<file path="config.mk">
export PLATFORM = sky130hd
export DESIGN_NAME = hazard_controller
export DESIGN_NICKNAME = d
export VERILOG_FILES = /design/src/rtl/hazard_controller.sv
export SDC_FILE = /design/constraint.sdc
export NUM_CORES = 1
export LEC_CHECK = 0
export ABC_AREA = 1
export ABC_CLOCK_PERIOD_IN_PS = 2000
export CAP_MARGIN = 10
export CORE_MARGIN = 5
export CORE_UTILIZATION = 35
export DETAILED_ROUTE_END_ITERATION = 10
export PLACE_DENSITY = 0.87
export SETUP_SLACK_MARGIN = 0.2
export SLEW_MARGIN = 20
export SYNTH_ARGS = -nofsm -noshare
export SYNTH_HDL_FRONTEND = slang
export SYNTH_SLANG_ARGS = --single-unit
</file>
<file path="constraint.sdc">
create_clock -name clk -period 2 [get_ports clk]
set_clock_uncertainty 0.15 [all_clocks]
set_input_delay 0.2 -clock clk [delete_from_list [all_inputs] [get_ports clk]]
set_output_delay 0.2 -clock clk [all_outputs]
set_load 0.005 [all_outputs]
</file>
<file path="src/rtl/hazard_controller.sv">
// hazard_controller: pipeline sequencer for the 5-stage MIPS core.
// Resolves the hazards the forwarding unit cannot:
//   - load-use stalls;
//   - ID-stage branch operand stalls of 1 or 2 cycles;
//   - taken branch/jump squash of IF/ID;
//   - whole-pipeline freeze while the data memory is busy.
// Optional statistics counters are built when HAZARD_STATS_EN is defined.
//
// Ports:
//   clk, rst            clock (rising edge), synchronous active-high reset
//   IDRs, IDRt          ID-stage source registers
//   IDUsesRt            ID instruction reads rt
//   IDBranch            ID holds a conditional branch
//   branchTaken         ID comparator result
//   IDJump              ID holds a jump
//   EXEMemRead          EXE is a load
//   EXERegWrite         EXE writes a register
//   EXEDest             EXE destination register
//   MEMMemRead          MEM is a load
//   MEMDest             MEM destination register
//   memReq, memReady    data access active / completes this cycle
//   PCWrite, IFIDWrite, IDEXWrite, EXMEMWrite   register write enables
//   IFIDFlush           squash IF/ID
//   IDEXBubble          insert NOP into ID/EX
//   MEMWBBubble         insert NOP into MEM/WB
//   hazardState         00 RUN, 01 STALL, 10 MEMWAIT
//   stallCycles, flushCount   statistics counters (zero unless HAZARD_STATS_EN)
module hazard_controller #(
  parameter int unsigned STALL_CNT_W = 2,
  parameter int unsigned STAT_W      = 32
) (
  input  logic              clk,
  input  logic              rst,
  input  logic [4:0]        IDRs,
  input  logic [4:0]        IDRt,
  input  logic              IDUsesRt,
  input  logic              IDBranch,
  input  logic              branchTaken,
  input  logic              IDJump,
  input  logic              EXEMemRead,
  input  logic              EXERegWrite,
  input  logic [4:0]        EXEDest,
  input  logic              MEMMemRead,
  input  logic [4:0]        MEMDest,
  input  logic              memReq,
  input  logic              memReady,
  output logic              PCWrite,
  output logic              IFIDWrite,
  output logic              IDEXWrite,
  output logic              EXMEMWrite,
  output logic              IFIDFlush,
  output logic              IDEXBubble,
  output logic              MEMWBBubble,
  output logic [1:0]        hazardState,
  output logic [STAT_W-1:0] stallCycles,
  output logic [STAT_W-1:0] flushCount
);

  typedef enum logic [1:0] {
    StRun     = 2'b00,
    StStall   = 2'b01,
    StMemWait = 2'b10
  } state_e;

  state_e                 state_q, state_d;
  state_e                 saved_q, saved_d;
  logic [STALL_CNT_W-1:0] cnt_q, cnt_d;

  logic exe_hit, mem_hit;
  logic lu, br1, br2, mw;
  logic do_stall, do_freeze, do_flush;

  // $0 is hard-wired zero, so it never creates a dependency.
  assign exe_hit = (EXEDest != 5'd0) &&
                   ((EXEDest == IDRs) || (IDUsesRt && (EXEDest == IDRt)));
  assign mem_hit = (MEMDest != 5'd0) &&
                   ((MEMDest == IDRs) || (IDUsesRt && (MEMDest == IDRt)));

  assign lu  = EXEMemRead && exe_hit;
  assign br2 = IDBranch && EXEMemRead && exe_hit;
  assign br1 = IDBranch && ((EXERegWrite && !EXEMemRead && exe_hit) ||
                            (MEMMemRead && mem_hit));
  assign mw  = memReq && !memReady;

  always_comb begin
    state_d   = state_q;
    saved_d   = saved_q;
    cnt_d     = cnt_q;
    do_stall  = 1'b0;
    do_freeze = 1'b0;
    do_flush  = 1'b0;

    unique case (state_q)
      StRun: begin
        if (mw) begin
          do_freeze = 1'b1;
          saved_d   = StRun;
          state_d   = StMemWait;
        end else if (br2) begin
          do_stall = 1'b1;
          cnt_d    = STALL_CNT_W'(1);
          state_d  = StStall;
        end else if (br1 || lu) begin
          do_stall = 1'b1;
        end else if ((IDBranch && branchTaken) || IDJump) begin
          do_flush = 1'b1;
        end
      end
      StStall: begin
        // Hazard detection is suppressed; only the remaining count matters.
        if (mw) begin
          do_freeze = 1'b1;
          saved_d   = StStall;
          state_d   = StMemWait;
        end else begin
          do_stall = 1'b1;
          cnt_d    = cnt_q - STALL_CNT_W'(1);
          if (cnt_q == STALL_CNT_W'(1)) state_d = StRun;
        end
      end
      StMemWait: begin
        if (!memReady) begin
          do_freeze = 1'b1;
        end else begin
          // Release; an interrupted branch stall keeps its stall set.
          do_stall = (saved_q == StStall);
          state_d  = saved_q;
        end
      end
      default: state_d = StRun;
    endcase
  end

  always_comb begin
    if (rst) begin
      PCWrite     = 1'b0;
      IFIDWrite   = 1'b0;
      IDEXWrite   = 1'b0;
      EXMEMWrite  = 1'b0;
      IFIDFlush   = 1'b1;
      IDEXBubble  = 1'b1;
      MEMWBBubble = 1'b1;
      hazardState = StRun;
    end else begin
      PCWrite     = !(do_stall || do_freeze);
      IFIDWrite   = !(do_stall || do_freeze);
      IDEXWrite   = !do_freeze;
      EXMEMWrite  = !do_freeze;
      IFIDFlush   = do_flush;
      IDEXBubble  = do_stall;
      MEMWBBubble = do_freeze;
      hazardState = state_q;
    end
  end

  always_ff @(posedge clk) begin
    if (rst) begin
      state_q <= StRun;
      saved_q <= StRun;
      cnt_q   <= '0;
    end else begin
      state_q <= state_d;
      saved_q <= saved_d;
      cnt_q   <= cnt_d;
    end
  end

`ifdef HAZARD_STATS_EN
  logic [STAT_W-1:0] stall_cycles_q, flush_count_q;

  always_ff @(posedge clk) begin
    if (rst) begin
      stall_cycles_q <= '0;
      flush_count_q  <= '0;
    end else begin
      if (do_stall || do_freeze) stall_cycles_q <= stall_cycles_q + STAT_W'(1);
      if (do_flush)              flush_count_q  <= flush_count_q + STAT_W'(1);
    end
  end

  assign stallCycles = stall_cycles_q;
  assign flushCount  = flush_count_q;
`else
  assign stallCycles = '0;
  assign flushCount  = '0;
`endif

endmodule
</file>
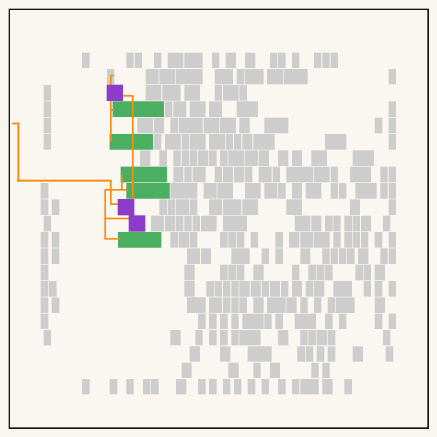
*Clock network drawn from the DEF, run 1*
Scale: 6 px per µm.
Green stands for flip-flops, count 5. Purple stands for clock-net drivers, count 3. Orange stands for clock wires, length 90.5 µm.
There are 4 routed clock nets.

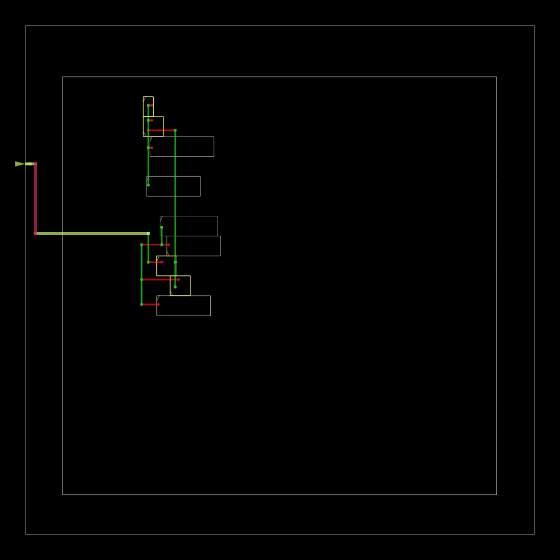
*Clock routing, run 1*
sequential cell count: 5
clock-net power: 0.112 mW
number of sinks driven by the clock tree: 5

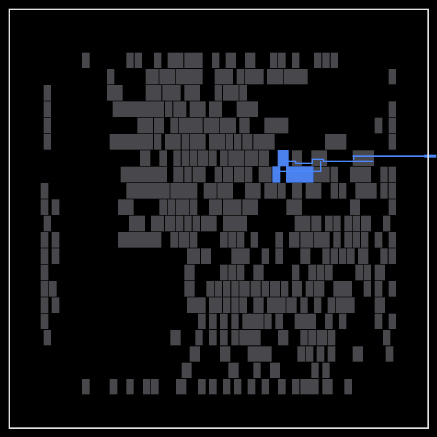
*Port wiring, run 1*
Scale: 6 px per µm.
Blue stands for IDBranch, bits 1, direction input, end cells 3, buffers 2, wire 37.8 µm.

==> flow_metrics.env, run 1 <==
# flow metrics
export IMPL_ys_warn_count=0
export IMPL_layout_top_cell_excl_fill_tap="sky130_fd_sc_hd__conb_1"
export IMPL_worstPathBufferInverterCount=1
export IMPL_r2r_start="state_q[1]$_SDFFE_PP0P_"
export IMPL_post_synth_xor_area_fraction_pct=3.52
export IMPL_yosys_most_used_dff="sky130_fd_sc_hd__dfxtp_1"
export IMPL_number_of_global_route_vias_before_repair=1208
export IMPL_nNetsFinal=314
export IMPL_dp_cells=315
export IMPL_yosysMostFrequentCell="sky130_fd_sc_hd__buf_4"
export IMPL_drive_above_1_share_pct=28.1
export IMPL_top_cell_type_by_total_area_after_synthesis="sky130_fd_sc_hd__buf_4"
export IMPL_via_count=1291
export IMPL_ys_seq_share_pct=8.06
export IMPL_grt_setup_unrepaired="yes"
export IMPL_stdcell_count=327
export IMPL_drcViolationCount=0
export IMPL_clkSlewWorstSetupHoldPaths_ps=40
export IMPL_cp_cell_sequence="nor2_1 > nand2_1 > or2_2 > o21ai_1 > clkdlybuf4s15_2"
export IMPL_buffer_ports_inserted=39
export IMPL_grt_start_max_net_pins=7
export IMPL_worstSkewPairLatency_ps=230
export IMPL_h_tree_depth=1
export IMPL_cp_data_arrival_time_ps=1450
export IMPL_worstReg2RegEnd="saved_q[0]$_SDFFE_PP0P_"
export IMPL_ys_cells=219
export IMPL_detailed_route_wl_mm=3.26
export IMPL_gr_total_overflow=0
export IMPL_dr_pass1_iters=4
export IMPL_die_y_um=69.6
export IMPL_drt_first_iter_violations=56
export IMPL_simple_gate_share_pct=32.6
export IMPL_lay_top_cells="sky130_fd_sc_hd__conb_1, sky130_fd_sc_hd__nand2_1, sky130_fd_sc_hd__buf_4"
export IMPL_post_synth_main_area_contributors="sky130_fd_sc_hd__buf_4, sky130_fd_sc_hd__nand2_1, sky130_fd_sc_hd__dfxtp_1"
export IMPL_fp_dieArea_mm2=0.00484
export IMPL_worstPathMaxFanout=4
export IMPL_flow_area_growth_from_synthesis_pct=26.2
export IMPL_die_width_um=69.6
export IMPL_endpoint="IFIDFlush"
export IMPL_p_leak_nw=0.977
export IMPL_warning_count=28
export IMPL_post_route_worst_setup_slack_ps=204
export IMPL_setup_violations_final=0
export IMPL_cts_path_max_buffers=2
export IMPL_outcome="finished clean"
export IMPL_p_total_mw=0.514
export IMPL_cap_violations=0
export IMPL_post_synth_fa_ha_maj_area_fraction_pct=1.01
export IMPL_cp_end_kind="output pin"
export IMPL_grt_first_pass_wirelength_mm=4.99
export IMPL_placement_setup_worst_slack_ps=-516
export IMPL_worstSetupPathType="reg2out"
export IMPL_final_core_util_pct=46.3
export IMPL_yosysUniqueCellTypes=20
export IMPL_hold_worst_slack_ps=310
export IMPL_num_rows=21
export IMPL_enable_flop_cells=0
export IMPL_design_area_mm2=0.00157
export IMPL_launch_point_of_the_critical_path="state_q[1]$_SDFFE_PP0P_"
export IMPL_core_mm2=0.00339
export IMPL_min_period_over_period_pct=89.8
export IMPL_fp_density_pct=36.7
export IMPL_ff_to_ff_setup_slack_ps=290
export IMPL_fin_crit_ps=1800
export IMPL_post_dp_cell_area_mm2=0.00154
export IMPL_logic_family="buffers and inverters"
export IMPL_post_drt_wl_per_cell_um=9.97
export IMPL_muxShareOfSynthArea_pct=0
export IMPL_antenna_found_initial=0
export IMPL_tritoncts_clock_tree="yes"
export IMPL_per_cell_via_count_in_the_routed_design=3.95
export IMPL_synth_yosys_chip_area_mm2=0.00124
export IMPL_tns_ps=0
export IMPL_routed_antenna_nets=0
export IMPL_crit_slowest_cell="sky130_fd_sc_hd__dfxtp_4"
export IMPL_cts_root_buffer="sky130_fd_sc_hd__clkbuf_4"
## run 1: power breakdown
group	internal (mW)	switching, mW
combinational	0.130	0.158
sequential	0.108	0.00659
clock	0.0752	0.0371
## run 1: per-layer routing
layer | vias up | GRT usage, % | share of wire [%]
li1 | 655 | - | -
met1 | 568 | 11.8 | 36
met2 | 64 | 24.9 | 54
met3 | 4 | 2.32 | 9.2
met4 | 0 | 4.56 | 0.77
met5 | - | 0 | 0
## run 1: worst min-delay path by stage
stage	from	end	slack (ps)	depth (start not counted)
2_1_floorplan	memReady	state_q[1]$_SDFFE_PP0P_	280	3
3_3_place_gp	saved_q[0]$_SDFFE_PP0P_	saved_q[0]$_SDFFE_PP0P_	310	2
3_5_place_dp	saved_q[0]$_SDFFE_PP0P_	saved_q[0]$_SDFFE_PP0P_	310	2
4_1_cts	saved_q[0]$_SDFFE_PP0P_	saved_q[0]$_SDFFE_PP0P_	310	2
5_1_grt	saved_q[0]$_SDFFE_PP0P_	saved_q[0]$_SDFFE_PP0P_	340	2
6_report	saved_q[0]$_SDFFE_PP0P_	saved_q[0]$_SDFFE_PP0P_	310	2
## run 1: timing repair
action / 4_1_cts / 5_1_grt
gates resized: 67 / 50
endpoints found under the setup margin: 8 / 8
buffers inserted: 7 / 1
pin swaps: 8 / 11
endpoints found under the hold margin: 0 / 0
## run 1: sequential cells by signal, indices dropped and copies added, names as in the netlist
register and flops:
cnt_q 2, state_q 2, saved_q 1
## run 1: cell type report
class,instances,area (µm²)
Tap cell,46,57.6
Multi-Input combinational cell,182,815
Fill cell,387,1820
Clock buffer,4,26.3
Sequential cell,5,105
Inverter,28,108
Timing Repair Buffer,62,457
## Run 2: what changed since run 1
Settings changed: CORE_UTILIZATION 35 to 36, CTS_BUF_LIST set to sky130_fd_sc_hd__clkbuf_8, PLACE_DENSITY 0.87 to 0.89, SLEW_MARGIN 20 to not set.
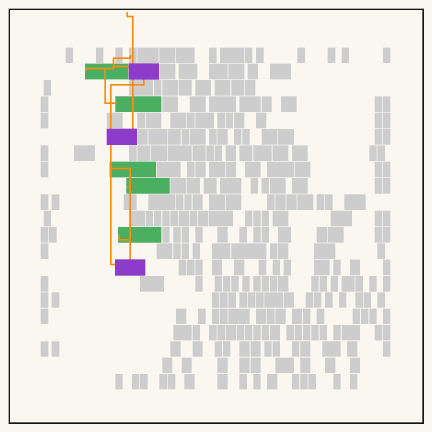
*Clock network drawn from the DEF, run 2*
Scale: 6 px per µm.
Green stands for flip-flops, count 5. Purple stands for clock-net drivers, count 3. Orange stands for clock wires, length 118 µm.
There are 4 routed clock nets.
clock-net power: 0.183 mW
Clock Power Share: 30.5%

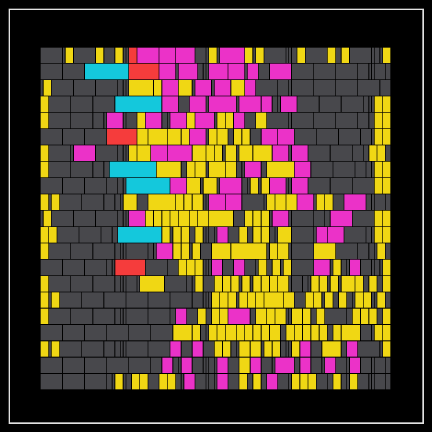
*Cells coloured by class, run 2*
Scale: 6 px per µm. Fill, decap, tap and diode cells in grey.
Yellow stands for remaining logic cells, cells 210. Magenta stands for remaining buffers and delay cells, cells 71. Red stands for clock drivers and dummy loads, cells 4. Cyan stands for registers, cells 5.

==> run 2 against run 1 <==
Against the previous run:
- worst hold slack lost 27 ps
- cell area grew 6.2%
- total power grew 17%
- clock-buffer cell count shrank 1
- area after synthesis is the same
- register-to-register slack lost 80 ps
- flip-flop count is the same
- non-clock buffer count grew 9
- via count grew 4.6%
- critical path depth grew 1
- critical endpoint unchanged
==> flow_metrics.env, run 2 <==
# flow metrics
export IMPL_die_width_um=68.7
export IMPL_cp_data_arrival_time_ps=1480
export IMPL_post_synth_fa_ha_maj_area_fraction_pct=1.01
export IMPL_fp_dieArea_mm2=0.00473
export IMPL_detailed_route_wl_mm=3.31
export IMPL_clkSlewWorstSetupHoldPaths_ps=30
export IMPL_enable_flop_cells=0
export IMPL_fp_density_pct=37.2
export IMPL_fin_crit_ps=1830
export IMPL_min_period_over_period_pct=91.6
export IMPL_clock_sink_count=5
export IMPL_simple_gate_share_pct=32.6
export IMPL_drcViolationCount=0
export IMPL_cap_violations=0
export IMPL_outcome="finished clean"
export IMPL_antenna_found_initial=0
export IMPL_worstSkewPairLatency_ps=220
export IMPL_post_route_worst_setup_slack_ps=167
export IMPL_yosys_most_used_dff="sky130_fd_sc_hd__dfxtp_1"
export IMPL_grt_first_pass_wirelength_mm=4.63
export IMPL_stdcell_count=336
export IMPL_die_y_um=68.7
export IMPL_logic_family="buffers and inverters"
export IMPL_buffer_ports_inserted=39
export IMPL_lay_top_cells="sky130_fd_sc_hd__conb_1, sky130_fd_sc_hd__nand2_1, sky130_fd_sc_hd__buf_4"
export IMPL_post_synth_main_area_contributors="sky130_fd_sc_hd__buf_4, sky130_fd_sc_hd__nand2_1, sky130_fd_sc_hd__dfxtp_1"
export IMPL_drive_above_1_share_pct=32.8
export IMPL_h_tree_depth=1
export IMPL_crit_slowest_cell="sky130_fd_sc_hd__dfxtp_2"
export IMPL_placement_setup_worst_slack_ps=-468
export IMPL_tns_ps=0
export IMPL_per_cell_via_count_in_the_routed_design=4.02
export IMPL_grt_setup_unrepaired="yes"
export IMPL_post_synth_xor_area_fraction_pct=3.52
export IMPL_design_area_mm2=0.00167
export IMPL_routed_wl_met2_mm=1.83
export IMPL_post_dp_cell_area_mm2=0.00154
export IMPL_cp_end_kind="output pin"
export IMPL_yosysMostFrequentCell="sky130_fd_sc_hd__buf_4"
export IMPL_worstSetupPathType="reg2out"
export IMPL_top_cell_type_by_total_area_after_synthesis="sky130_fd_sc_hd__buf_4"
export IMPL_ys_warn_count=0
export IMPL_setup_violations_final=0
export IMPL_number_of_global_route_vias_before_repair=1152
-- run 2: cell counts after synthesis --
No cell type changed its count.
-- run 2: repair_timing --
item                                    CTS  global route
buffers inserted                         16             1
gates resized                            72            55
gates cloned                              0             0
endpoints found under the setup margin    8            11
pin swaps                                15            21
-- run 2: layer usage --
metal | global-route usage (%) | up-vias
li1 | - | 674
met1 | 12.9 | 595
met2 | 25.4 | 74
met3 | 1.46 | 8
met4 | 7.06 | 0
met5 | 0 | -
-- run 2: report_power, final --
part | total, mW | internal, mW | switching, mW
logic | 0.302 | 0.137 | 0.164
clock network | 0.183 | 0.132 | 0.0514
registers | 0.115 | 0.109 | 0.00631
total | 0.600 | 0.378 | 0.222
-- run 2: final timing paths --
check	from	end	slack (ps)	cells after the start
max reg2reg	state_q[1]$_SDFFE_PP0P_	saved_q[0]$_SDFFE_PP0P_	210	12
max	state_q[1]$_SDFFE_PP0P_	IFIDFlush	170	6
min	rst	state_q[1]$_SDFFE_PP0P_	280	3
min reg2reg	cnt_q[0]$_SDFFE_PP0P_	cnt_q[0]$_SDFFE_PP0P_	340	2
-- run 2: metrics by stage --
step	utilization [%]	hold WS, ps	power [mW]
floorplan	-	282	0.341
global placement	46.2	301	0.388
detailed placement	46.2	315	0.393
CTS	50.5	320	0.581
global route	49.9	302	0.651
finish	49.9	282	0.600
-- run 2: cell type report --
type,count,area [µm²]
clock buffers,3,41.3
clock inverters,1,3.75
fillers,331,1670
inverters,28,108
multi-input cells,182,841
flip-flops and latches,5,103
well taps,46,57.6
repair buffers,71,512
-- run 2: critical path: cells and delay by family (launching register included) --
| family | cells | cell delay [ps] |
|---|---|---|
| buffers and inverters | 2 | 260 |
| and+or+nand+nor | 3 | 560 |
| DFF | 1 | 320 |
| AOI/OAI and AO/OA | 1 | 130 |
No activity file was given, so power comes from the tool's default toggle rates.
